**Run 1: zoomed window**

Region (46, 5) to (76, 35) um. Cells in grey, sequential cells in the stronger grey; small squares are vias.
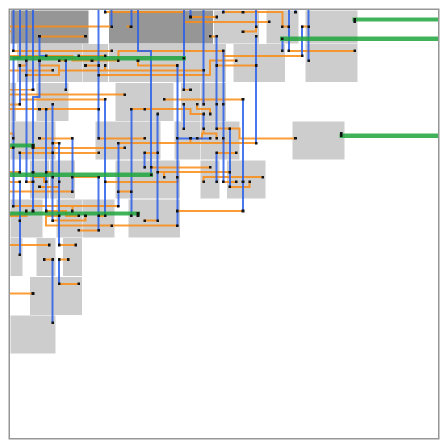
**Run 1: clock wires, drivers and flops**

Scale bar: 20 um.
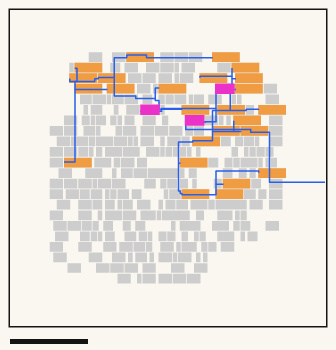
**Run 1: the clock network**

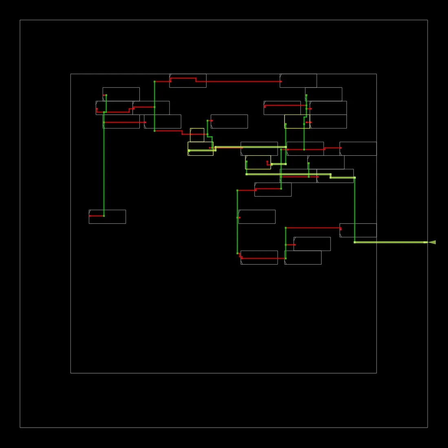
**config.mk**
```make
export PLATFORM = sky130hd
export DESIGN_NAME = sseg_scan_flat
export DESIGN_NICKNAME = d
export VERILOG_FILES = /design/src/rtl/sseg_scan_if.sv /design/src/rtl/sseg_scan.sv /design/src/flat_wrapper.sv
export SDC_FILE = /design/constraint.sdc
export NUM_CORES = 1
export LEC_CHECK = 0
export ABC_CLOCK_PERIOD_IN_PS = 5000
export CAP_MARGIN = 0
export CORE_MARGIN = 10
export CORE_UTILIZATION = 47
export CTS_CLUSTER_DIAMETER = 150
export DETAILED_ROUTE_END_ITERATION = 16
export PLACE_DENSITY = 0.89
export SLEW_MARGIN = 20
export SYNTH_ARGS = -nofsm -noshare
export SYNTH_HDL_FRONTEND = slang
export SYNTH_SLANG_ARGS = --single-unit
export TNS_END_PERCENT = 30
```
**constraint.sdc**
```tcl
create_clock -name clk -period 5 [get_ports clk]
set_clock_uncertainty 0.05 [all_clocks]
set_input_delay 1 -clock clk [delete_from_list [all_inputs] [get_ports clk]]
set_output_delay 1 -clock clk [all_outputs]
set_load 0.01 [all_outputs]
```
**src/rtl/sseg_scan_if.sv**
```systemverilog
`default_nettype none
// ============================================================================
//  Module      : sseg_scan_if
//  Description : Bundles the scan tick, per-digit display data and the
//                registered anode/cathode drive of the seven-segment scanner.
//                master = the logic supplying digit data,
//                slave  = the scanner itself.
//  Revision    : 1.0 - initial release
// ============================================================================
interface sseg_scan_if #(
    parameter int NDIGITS = 8
) ();
    localparam int IDX_W = (NDIGITS > 1) ? $clog2(NDIGITS) : 1;

    // Towards the scanner
    logic                   tick;
    logic [4*NDIGITS-1:0]   digits;
    logic [NDIGITS-1:0]     dp_in;
    logic [NDIGITS-1:0]     en_mask;

    // From the scanner
    logic [NDIGITS-1:0]     an;
    logic [6:0]             seg;
    logic                   dp;
    logic [IDX_W-1:0]       digit_idx;

    modport master (
        output tick, digits, dp_in, en_mask,
        input  an, seg, dp, digit_idx
    );

    modport slave (
        input  tick, digits, dp_in, en_mask,
        output an, seg, dp, digit_idx
    );
endinterface
`default_nettype wire

```
**src/rtl/sseg_scan.sv**
```systemverilog
`default_nettype none
// ============================================================================
//  Module      : sseg_scan
//  Description : Time-multiplexed driver for an eight-digit common-anode
//                seven-segment display. Each rising edge of the slow scan
//                tick advances to the next digit; after every advance all
//                anodes are held off for BLANK_CYCLES clocks to suppress
//                ghosting. Hex nibbles are decoded to active-low segments.
//                All outputs are registered.
//  Options     : define SSEG_LZB_EN to enable leading-zero blanking.
//  Revision    : 1.0 - initial release
// ============================================================================
module sseg_scan #(
    parameter int NDIGITS      = 8,
    parameter int BLANK_CYCLES = 16
) (
    input  wire        clk,
    input  wire        reset,
    sseg_scan_if.slave bus
);
    localparam int IDX_W = (NDIGITS > 1) ? $clog2(NDIGITS) : 1;
    localparam int CNT_W = (BLANK_CYCLES > 1) ? $clog2(BLANK_CYCLES) : 1;

    localparam logic [IDX_W-1:0] IDX_LAST = IDX_W'(NDIGITS - 1);
    localparam logic [CNT_W-1:0] CNT_LAST = CNT_W'(BLANK_CYCLES - 1);

    typedef enum logic [0:0] {
        ST_BLANK = 1'b0,
        ST_SHOW  = 1'b1
    } state_t;

    state_t             state;
    state_t             state_nxt;
    logic [IDX_W-1:0]   digit_idx;
    logic [IDX_W-1:0]   idx_nxt;
    logic [CNT_W-1:0]   blank_cnt;
    logic [CNT_W-1:0]   cnt_nxt;
    logic               tick_q;
    logic               step;
    logic [NDIGITS-1:0] dark;
    logic [NDIGITS-1:0] an_nxt;
    logic [3:0]         nibble_nxt;

    // Hex nibble to active-low {g,f,e,d,c,b,a}; lower-case b and d keep them
    // distinguishable from 8 and 0.
    function automatic logic [6:0] hex_to_seg(input logic [3:0] v);
        logic [6:0] s;
        case (v)
            4'h0:    s = 7'b1000000;
            4'h1:    s = 7'b1111001;
            4'h2:    s = 7'b0100100;
            4'h3:    s = 7'b0110000;
            4'h4:    s = 7'b0011001;
            4'h5:    s = 7'b0010010;
            4'h6:    s = 7'b0000010;
            4'h7:    s = 7'b1111000;
            4'h8:    s = 7'b0000000;
            4'h9:    s = 7'b0010000;
            4'hA:    s = 7'b0001000;
            4'hB:    s = 7'b0000011;
            4'hC:    s = 7'b1000110;
            4'hD:    s = 7'b0100001;
            4'hE:    s = 7'b0000110;
            default: s = 7'b0001110;
        endcase
        return s;
    endfunction

    // The tick is produced by same-clock logic, so a single delay register
    // is enough for edge detection; a held-high tick yields one step.
    assign step = bus.tick & ~tick_q;

`ifdef SSEG_LZB_EN
    logic [NDIGITS-1:0] zero_tail;

    // zero_tail[i] is set when nibbles i..NDIGITS-1 are all zero.
    always_comb begin
        zero_tail = '0;
        zero_tail[NDIGITS-1] = (bus.digits[4*(NDIGITS-1) +: 4] == 4'h0);
        for (int i = NDIGITS - 2; i >= 0; i--) begin
            zero_tail[i] = zero_tail[i+1] & (bus.digits[4*i +: 4] == 4'h0);
        end
    end

    // Digits masked off, or leading zeros without a decimal point, stay dark;
    // digit 0 is exempt from blanking so a value of zero still shows "0".
    always_comb begin
        dark = ~bus.en_mask;
        for (int i = 1; i < NDIGITS; i++) begin
            if (zero_tail[i] && !bus.dp_in[i]) begin
                dark[i] = 1'b1;
            end
        end
    end
`else
    // Only the per-digit enable darkens a digit.
    always_comb begin
        dark = ~bus.en_mask;
    end
`endif

    // Scan sequencing: count out the blanking gap, then show the digit until
    // the next step. Steps arriving during the gap are ignored.
    always_comb begin
        state_nxt = state;
        idx_nxt   = digit_idx;
        cnt_nxt   = blank_cnt;
        case (state)
            ST_BLANK: begin
                if (blank_cnt == CNT_LAST) begin
                    state_nxt = ST_SHOW;
                    cnt_nxt   = '0;
                end else begin
                    cnt_nxt   = blank_cnt + 1'b1;
                end
            end
            ST_SHOW: begin
                if (step) begin
                    state_nxt = ST_BLANK;
                    cnt_nxt   = '0;
                    idx_nxt   = (digit_idx == IDX_LAST) ? '0 : digit_idx + 1'b1;
                end
            end
            default: begin
                state_nxt = ST_BLANK;
                cnt_nxt   = '0;
                idx_nxt   = '0;
            end
        endcase
    end

    // Outputs are derived from the next state so anodes, segments and the
    // reported index all change together on the same edge.
    always_comb begin
        an_nxt = '1;
        if (state_nxt == ST_SHOW && !dark[idx_nxt]) begin
            an_nxt[idx_nxt] = 1'b0;
        end
        nibble_nxt = bus.digits[{idx_nxt, 2'b00} +: 4];
    end

    // State and registered display drive.
    always_ff @(posedge clk) begin
        if (!reset) begin
            state     <= ST_BLANK;
            digit_idx <= '0;
            blank_cnt <= '0;
            tick_q    <= 1'b0;
            bus.an    <= '1;
            bus.seg   <= 7'b1111111;
            bus.dp    <= 1'b1;
        end else begin
            state     <= state_nxt;
            digit_idx <= idx_nxt;
            blank_cnt <= cnt_nxt;
            tick_q    <= bus.tick;
            bus.an    <= an_nxt;
            bus.seg   <= hex_to_seg(nibble_nxt);
            bus.dp    <= ~bus.dp_in[idx_nxt];
        end
    end

    assign bus.digit_idx = digit_idx;

endmodule
`default_nettype wire

```
**src/flat_wrapper.sv**
```systemverilog
// flat-port wrapper written by rule: the top's interface ports become plain ports
module sseg_scan_flat 
#(
    parameter int NDIGITS      = 8,
    parameter int BLANK_CYCLES = 16
)
  (clk, reset, bus_tick, bus_digits, bus_dp_in, bus_en_mask, bus_an, bus_seg, bus_dp, bus_digit_idx);
  sseg_scan_if #(.NDIGITS(NDIGITS)) bus_i ();
  input  wire clk;
  input  wire reset;
  input wire logic [$bits(bus_i.tick)-1:0] bus_tick;
  input wire logic [$bits(bus_i.digits)-1:0] bus_digits;
  input wire logic [$bits(bus_i.dp_in)-1:0] bus_dp_in;
  input wire logic [$bits(bus_i.en_mask)-1:0] bus_en_mask;
  output wire logic [$bits(bus_i.an)-1:0] bus_an;
  output wire logic [$bits(bus_i.seg)-1:0] bus_seg;
  output wire logic [$bits(bus_i.dp)-1:0] bus_dp;
  output wire logic [$bits(bus_i.digit_idx)-1:0] bus_digit_idx;
  assign bus_i.tick = bus_tick;
  assign bus_i.digits = bus_digits;
  assign bus_i.dp_in = bus_dp_in;
  assign bus_i.en_mask = bus_en_mask;
  assign bus_an = bus_i.an;
  assign bus_seg = bus_i.seg;
  assign bus_dp = bus_i.dp;
  assign bus_digit_idx = bus_i.digit_idx;
  sseg_scan #(.NDIGITS(NDIGITS), .BLANK_CYCLES(BLANK_CYCLES)) u_core (.clk(clk), .reset(reset), .bus(bus_i));
endmodule
```
==> results.py, run 1 <==
# Auto-generated metrics
metrics = {
    "power_and_ir_drop": {
        "leakagePower_nw": 0.970,
        "p_comb_share_pct": 22.0,
        "p_seq_share_pct": 49.4,
        "powerSeq_uw": 210,
    },
    "die": {
        "core_area_mm2": 0.00366,
        "die_height_um": 81.5,
    },
    "place": {
        "dp_hpwl_um": 4450,
        "placed_cell_area_mm2": 0.00246,
    },
    "critical_path": {
        "crit_fanout": 13,
        "max_stage_delay_ns": 0.52,
        "cpMostUsedCell": "o221ai_1",
        "endpoint": "u_core.bus.seg[0]",
        "critPathBufInv": 1,
    },
    "min_path": {
        "hp-class": "flip-flop to flip-flop",
    },
    "logic_synthesis": {
        "fp_nets": 268,
        "synthTopCellsByCount": "26 x nand2_1, 25 x dfxtp_1, 17 x mux2i_1",
        "ys_ff": 25,
        "synth_cells": 208,
    },
    "detailed_routing": {
        "vias_per_cell": 5.70,
        "drt_iter0_drc": 100,
    },
    "job": {
        "warnings": 31,
    },
    "grt": {
        "grt_usage_pct": 16.7,
        "antenna_found_initial": 0,
    },
    "final_layout": {
        "nFillCells": 300,
        "comb_area_mm2": 0.00117,
        "biggestCellCategory": "logic gates",
        "lay_top_cells": "69 x clkdlybuf4s50_1, 26 x nand2_1, 25 x dfxtp_1, 17 x mux2i_1, 16 x nor2_1",
        "seq_share_pct": 19.9,
        "final-nonclk-buf-share_pct": 27.8,
    },
    "status": {
        "outcome": "completed",
    },
    "clock_network": {
        "clkSlewWorstSetupHoldPaths_ns": 0.09,
        "cts-root-buf": "clkbuf_8",
        "cts_resized": 0,
    },
    "timing": {
        "setup_viol": 0,
        "worst_slew_pin_slew_ns": 0.802,
    },
}
Notes on 'zoomed window' above:
met1: drawn in orange. met2: drawn in blue. met3: drawn in green.
Sequential cells in the window: 2. 32 logic cells have their middle in the window. Netlist names of flops here include u_core.bus.digit_idx (2). Most frequent: clkdlybuf4s50_1 (6), nand2_1 (3), nand3_1 (3).

Notes on 'clock wires, drivers and flops' above:
cells driving clock nets: drawn in magenta, count 3. clock wires: drawn in blue, length 300 um. flip-flops: drawn in orange, count 25.
There are 4 routed clock nets.
Clk pwr share: 28.6%
P_clk: 122 uW

Notes on 'the clock network' above:
clock buffer count from CTS: 3
Worst-Skew Late Latency: 0.27 ns
Flops: 25
CLK BUF: 3

## run 1: sequential cells by signal, indices dropped and copies added (netlist names)
register,flops
u_core.bus.an,8
u_core.bus.seg,7
u_core.blank_cnt,4
u_core.bus.digit_idx,3
u_core.bus.dp,1
u_core.state,1
u_core.tick_q,1
## run 1: metrics by stage
step | std cells | hold WS [ns] | setup slack [ns] | total power, mW | utilization [%]
after detailed placement | 316 | 0.435 | 0.766 | 0.308 | 67.3
final | 320 | 0.437 | 1.05 | 0.426 | 68.6
after global routing | 320 | 0.470 | 0.807 | 0.447 | 68.6
after global placement | 316 | 0.398 | 0.941 | 0.306 | 67.3
after CTS | 320 | 0.451 | 1.07 | 0.430 | 68.6
after floorplan | 208 | 0.380 | 1.87 | 0.249 | -
**Run 1: register map, names as in the netlist**

Scale bar: 20 um. Other sequential cells in the stronger grey, the rest of the logic in the fainter grey.
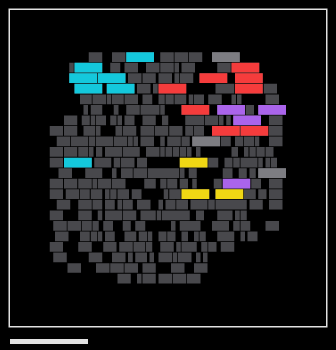

==> run 1 -> run 2 <==
--- a/config.mk
+++ b/config.mk
@@ -5,13 +5,13 @@
 export SDC_FILE = /design/constraint.sdc
 export NUM_CORES = 1
 export LEC_CHECK = 0
-export ABC_CLOCK_PERIOD_IN_PS = 5000
+export ABC_CLOCK_PERIOD_IN_PS = 3330
 export CAP_MARGIN = 0
 export CORE_MARGIN = 10
-export CORE_UTILIZATION = 47
+export CORE_UTILIZATION = 40
 export CTS_CLUSTER_DIAMETER = 150
 export DETAILED_ROUTE_END_ITERATION = 16
-export PLACE_DENSITY = 0.89
+export PLACE_DENSITY = 0.8
 export SLEW_MARGIN = 20
 export SYNTH_ARGS = -nofsm -noshare
 export SYNTH_HDL_FRONTEND = slang
==> constraint.sdc (replaced) <==
create_clock -name clk -period 3.33 [get_ports clk]
set_clock_uncertainty 0.05 [all_clocks]
set_input_delay 0.666 -clock clk [delete_from_list [all_inputs] [get_ports clk]]
set_output_delay 0.666 -clock clk [all_outputs]
set_load 0.01 [all_outputs]
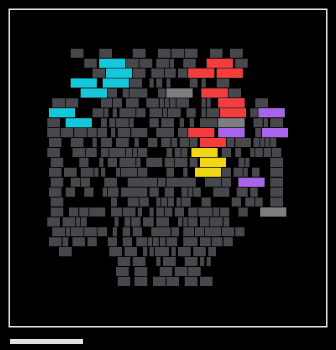
**Above:** run 2 (register map, names as in the netlist).
Scale bar: 20 um. Other sequential cells in the stronger grey, the rest of the logic in the fainter grey.
u_core.bus.digit_idx: drawn in yellow, placed flops 3. u_core.blank_cnt: drawn in purple, placed flops 4, where right middle. u_core.bus.an: drawn in red, placed flops 8. u_core.bus.seg: drawn in cyan, placed flops 7, where top left.
Another 3 sequential cells are not coloured.
sequential share of cell area: 18.6%
sequential power: 315 uW
sequential standard cell area: 500 um^2
Final Core Density: 62.4%

==> run 2 against run 1 <==
Effect of this change:
- critical path depth is 1 higher
- cell count is 8.8% higher
- die size is 13% higher
- count of clock-buffer cells in the layout stayed put
- global-route usage is 2.1 points lower
- wire length is 0.33% lower
- non-clock buffer count is 24 higher
- first-iteration DRC count is 12% higher
- sequential cell count stayed put
- final area is 7.4% higher
==> results.py, run 2 <==
# Auto-generated metrics
metrics = {
    "status": {
        "outcome": "completed",
    },
    "critical_path": {
        "critPathBufInv": 3,
        "cpMostUsedCell": "buf_4",
        "endpoint": "u_core.bus.seg[0]",
        "max_stage_delay_ns": 0.49,
        "crit_fanout": 13,
    },
    "timing": {
        "setup_viol": 0,
        "worst_slew_pin_slew_ns": 0.432,
        "setup_slack_ns": 0.207,
        "holdWs_ns": 0.421,
    },
    "logic_synthesis": {
        "fp_nets": 268,
        "synthTopCellsByCount": "26 x nand2_1, 25 x dfxtp_1, 17 x mux2i_1",
        "synth_cells": 208,
    },
    "grt": {
        "antenna_found_initial": 0,
        "grt_usage_pct": 14.7,
    },
    "clock_network": {
        "cts_resized": 0,
        "clkSlewWorstSetupHoldPaths_ns": 0.09,
        "clkLatencyLatePin_ns": 0.27,
        "cts_buffers": 3,
        "cts_tree": "yes",
        "cts-root-buf": "clkbuf_8",
    },
    "final_layout": {
        "largest_reg_flops": 8,
        "nets": 357,
        "lay_top_cells": "69 x clkdlybuf4s50_1, 26 x nand2_1, 25 x buf_4, 25 x dfxtp_1, 17 x mux2i_1",
        "antennaDiodeCount": 0,
        "reg_top3": "u_core.bus.an (8), u_core.bus.seg (7), u_core.blank_cnt (4)",
        "stdcell_count": 348,
        "regMostFlops": "u_core.bus.an",
    },
    "power_and_ir_drop": {
        "p_comb_share_pct": 22.6,
        "powerClk_uw": 180,
        "leakagePower_nw": 1.09,
        "power_uw": 640,
        "p_seq_share_pct": 49.3,
        "p_clk_share_pct": 28.1,
    },
    "die": {
        "die_height_um": 86.7,
    },
    "place": {
        "placed_cell_area_mm2": 0.00265,
        "place_inst": 344,
        "dp_slack_ns": -0.0474,
        "dp_hpwl_um": 4590,
    },
    "job": {
        "warnings": 31,
    },
    "detailed_routing": {
        "drt_iter0_drc": 112,
    },
}
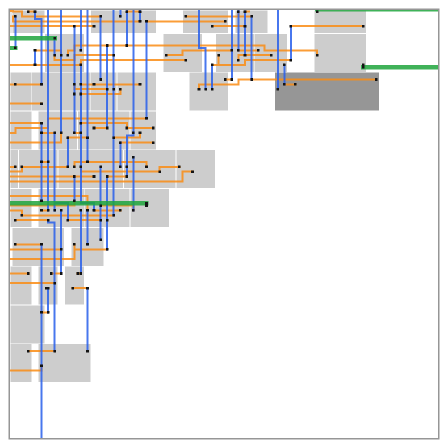
**Above:** run 2 (zoomed window).
Region (50, 7) to (80, 37) um. Cells in grey, sequential cells in the stronger grey; small squares are vias.
met3: drawn in green. met1: drawn in orange. met2: drawn in blue.
Netlist names of flops here include u_core.tick_q (1). Sequential cells in the window: 1. Most frequent: buf_4 (9), clkdlybuf4s50_1 (5). 33 logic cells have their middle in the window.

## run 2: how the worst min path moves through the flow
stage / from / to / slack, ns / depth (start not counted)
floorplan: u_core.blank_cnt[3] / u_core.blank_cnt[3] / 0.38 / 1
global route: u_core.blank_cnt[3] / u_core.blank_cnt[3] / 0.47 / 1
detailed placement: u_core.blank_cnt[3] / u_core.blank_cnt[3] / 0.41 / 1
finish: u_core.blank_cnt[3] / u_core.blank_cnt[3] / 0.42 / 1
global placement: u_core.blank_cnt[3] / u_core.blank_cnt[3] / 0.39 / 1
CTS: u_core.blank_cnt[3] / u_core.blank_cnt[3] / 0.42 / 1
## run 2: area by class of cell
class	instances	area [um^2]
inverter	8	30.0
timing repair buffer	94	878
clock buffer	3	41.3
tap	52	65.1
multi-input combinational	165	1170
sequential	25	500
fill	405	1630
clock inverter	1	7.51
==> run 2 -> run 3 <==
--- a/config.mk
+++ b/config.mk
@@ -9,6 +9,7 @@
 export CAP_MARGIN = 0
 export CORE_MARGIN = 10
 export CORE_UTILIZATION = 40
+export CTS_BUF_LIST = sky130_fd_sc_hd__clkbuf_8 sky130_fd_sc_hd__clkbuf_16
 export CTS_CLUSTER_DIAMETER = 150
 export DETAILED_ROUTE_END_ITERATION = 16
 export PLACE_DENSITY = 0.8
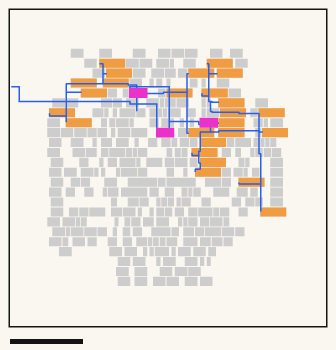
**Above:** run 3 (clock wires, drivers and flops).
Scale bar: 20 um.
P_clk: 180 uW
Clk pwr share: 28.1%

==> run 3 against run 2 <==
Effect of this change:
- cell count stayed put
- register-to-register slack hardly changed
- first-iteration DRC count stayed put
- critical path type unchanged
- core utilization stayed put
- largest cell class unchanged
- sequential cell count stayed put
- non-clock buffer count stayed put
- fmax stayed put
- wire length stayed put
- global-route usage stayed put
==> results.py, run 3 <==
# Auto-generated metrics
metrics = {
    "logic_synthesis": {
        "synthTopCellsByCount": "26 x nand2_1, 25 x dfxtp_1, 17 x mux2i_1",
        "yosysTopAreaCell": "dfxtp_1",
        "fp_nets": 268,
        "postSynthSeqShare_pct": 28.1,
        "top_cell": "nand2_1",
        "yosys_cells": 208,
        "synth_cells": 208,
    },
    "final_layout": {
        "nFillCells": 405,
        "num-nonclk-buffers": 94,
        "ff_latch_area_um2": 500,
        "clock_buffers": 3,
        "seq_share_pct": 18.6,
        "flops": 25,
        "antennaDiodeCount": 0,
        "clk_share_pct": 1.81,
        "inv_count": 8,
        "num-multi-input-gates": 165,
        "sh_comb_area_pct": 43.5,
        "largest_reg_flops": 8,
        "regMostFlops": "u_core.bus.an",
        "lay_top_cells": "69 x clkdlybuf4s50_1, 26 x nand2_1, 25 x buf_4, 25 x dfxtp_1, 17 x mux2i_1",
        "stdcell_count": 348,
        "biggestCellCategory": "logic gates",
        "reg_top3": "u_core.bus.an (8), u_core.bus.seg (7), u_core.blank_cnt (4)",
        "final-nonclk-buf-share_pct": 32.6,
        "final_util_pct": 62.4,
        "nets": 357,
        "comb_area_mm2": 0.00117,
    },
    "place": {
        "dp_hpwl_um": 4590,
        "gp_congestion": 0.892,
        "dp_slack_ns": -0.0474,
        "placed_cell_area_mm2": 0.00265,
        "place_inst": 344,
    },
    "power_and_ir_drop": {
        "p_sw_uw": 152,
        "p_comb_share_pct": 22.6,
        "p_seq_share_pct": 49.3,
        "leakagePower_nw": 1.09,
        "power_uw": 640,
    },
    "status": {
        "outcome": "completed",
    },
    "critical_path": {
        "endpoint": "u_core.bus.seg[0]",
        "worst_setup_path_end_kind": "flip-flop",
        "cpMostUsedCell": "buf_4",
        "cp_cell_sequence": "clkdlybuf4s50_1 -> buf_4 -> and3b_1 -> buf_4 -> mux2i_4 -> nor2_1 -> o2111ai_1 -> nand4_2 -> or3_1 -> o221ai_1 -> nand2_1",
        "max_stage_delay_ns": 0.49,
        "slowest_stage": "clkdlybuf4s50_1",
        "critPathBufInv": 3,
        "crit_fanout": 13,
    },
    "detailed_routing": {
        "routed_wl_um": 5480,
        "ant_nets": 0,
        "routed-wl-met3_um": 289,
        "drt_iter0_drc": 112,
    },
    "grt": {
        "antenna_found_initial": 0,
        "grt_usage_pct": 14.7,
        "grt_pass1_vias": 1955,
    },
    "clock_network": {
        "cts-root-buf": "clkbuf_8",
        "clkSlewWorstSetupHoldPaths_ns": 0.09,
        "cts_setup_buffers": 0,
        "cts_tree": "yes",
        "cts_buffers": 3,
        "clkLatencyLatePin_ns": 0.27,
        "cts_resized": 0,
    },
    "timing": {
        "holdWs_ns": 0.421,
        "clock.fmax_mhz": 320,
        "worst_slew_pin_slew_ns": 0.432,
        "setup_slack_ns": 0.207,
        "setup_viol": 0,
    },
    "min_path": {
        "hold_depth": 1,
        "holdPathEnd": "u_core.blank_cnt[3]",
        "min-delay-start": "u_core.blank_cnt[3]",
    },
    "die": {
        "die_w_um": 86.7,
        "die_height_um": 86.7,
        "tap_cells": 52,
    },
    "job": {
        "warnings": 31,
        "maxCapViolCount": 0,
    },
}
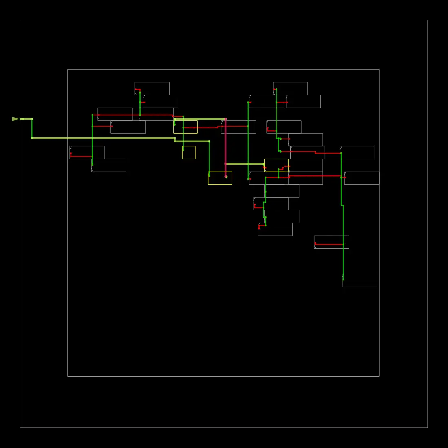
**Above:** run 3 (the clock network).
# clock sinks: 25

[run 3: power groups by stage]
stage | Sequential [mW] | Clock (mW) | Combinational (mW)
3_3_place_gp | 0.323 | 0 | 0.142
6_report | 0.315 | 0.180 | 0.145
4_1_cts | 0.316 | 0.183 | 0.145
2_1_floorplan | 0.326 | 0 | 0.0475
5_1_grt | 0.317 | 0.199 | 0.157
3_5_place_dp | 0.322 | 0 | 0.144
[run 3: worst reg2reg max path, cell delays in order, from the launching register on]
cell	delay (ns)
dfxtp_1	0.34
ha_1	0.15
ha_1	0.37
nor2b_1	0.11
nand3_1	0.09
o21ai_0	0.17
a2111oi_0	0.48
nor2_1	0.14
ha_1	0.24
or3_1	0.38
o221ai_1	0.08
nand2_1	0.08
Power and IR drop assume default switching activity.
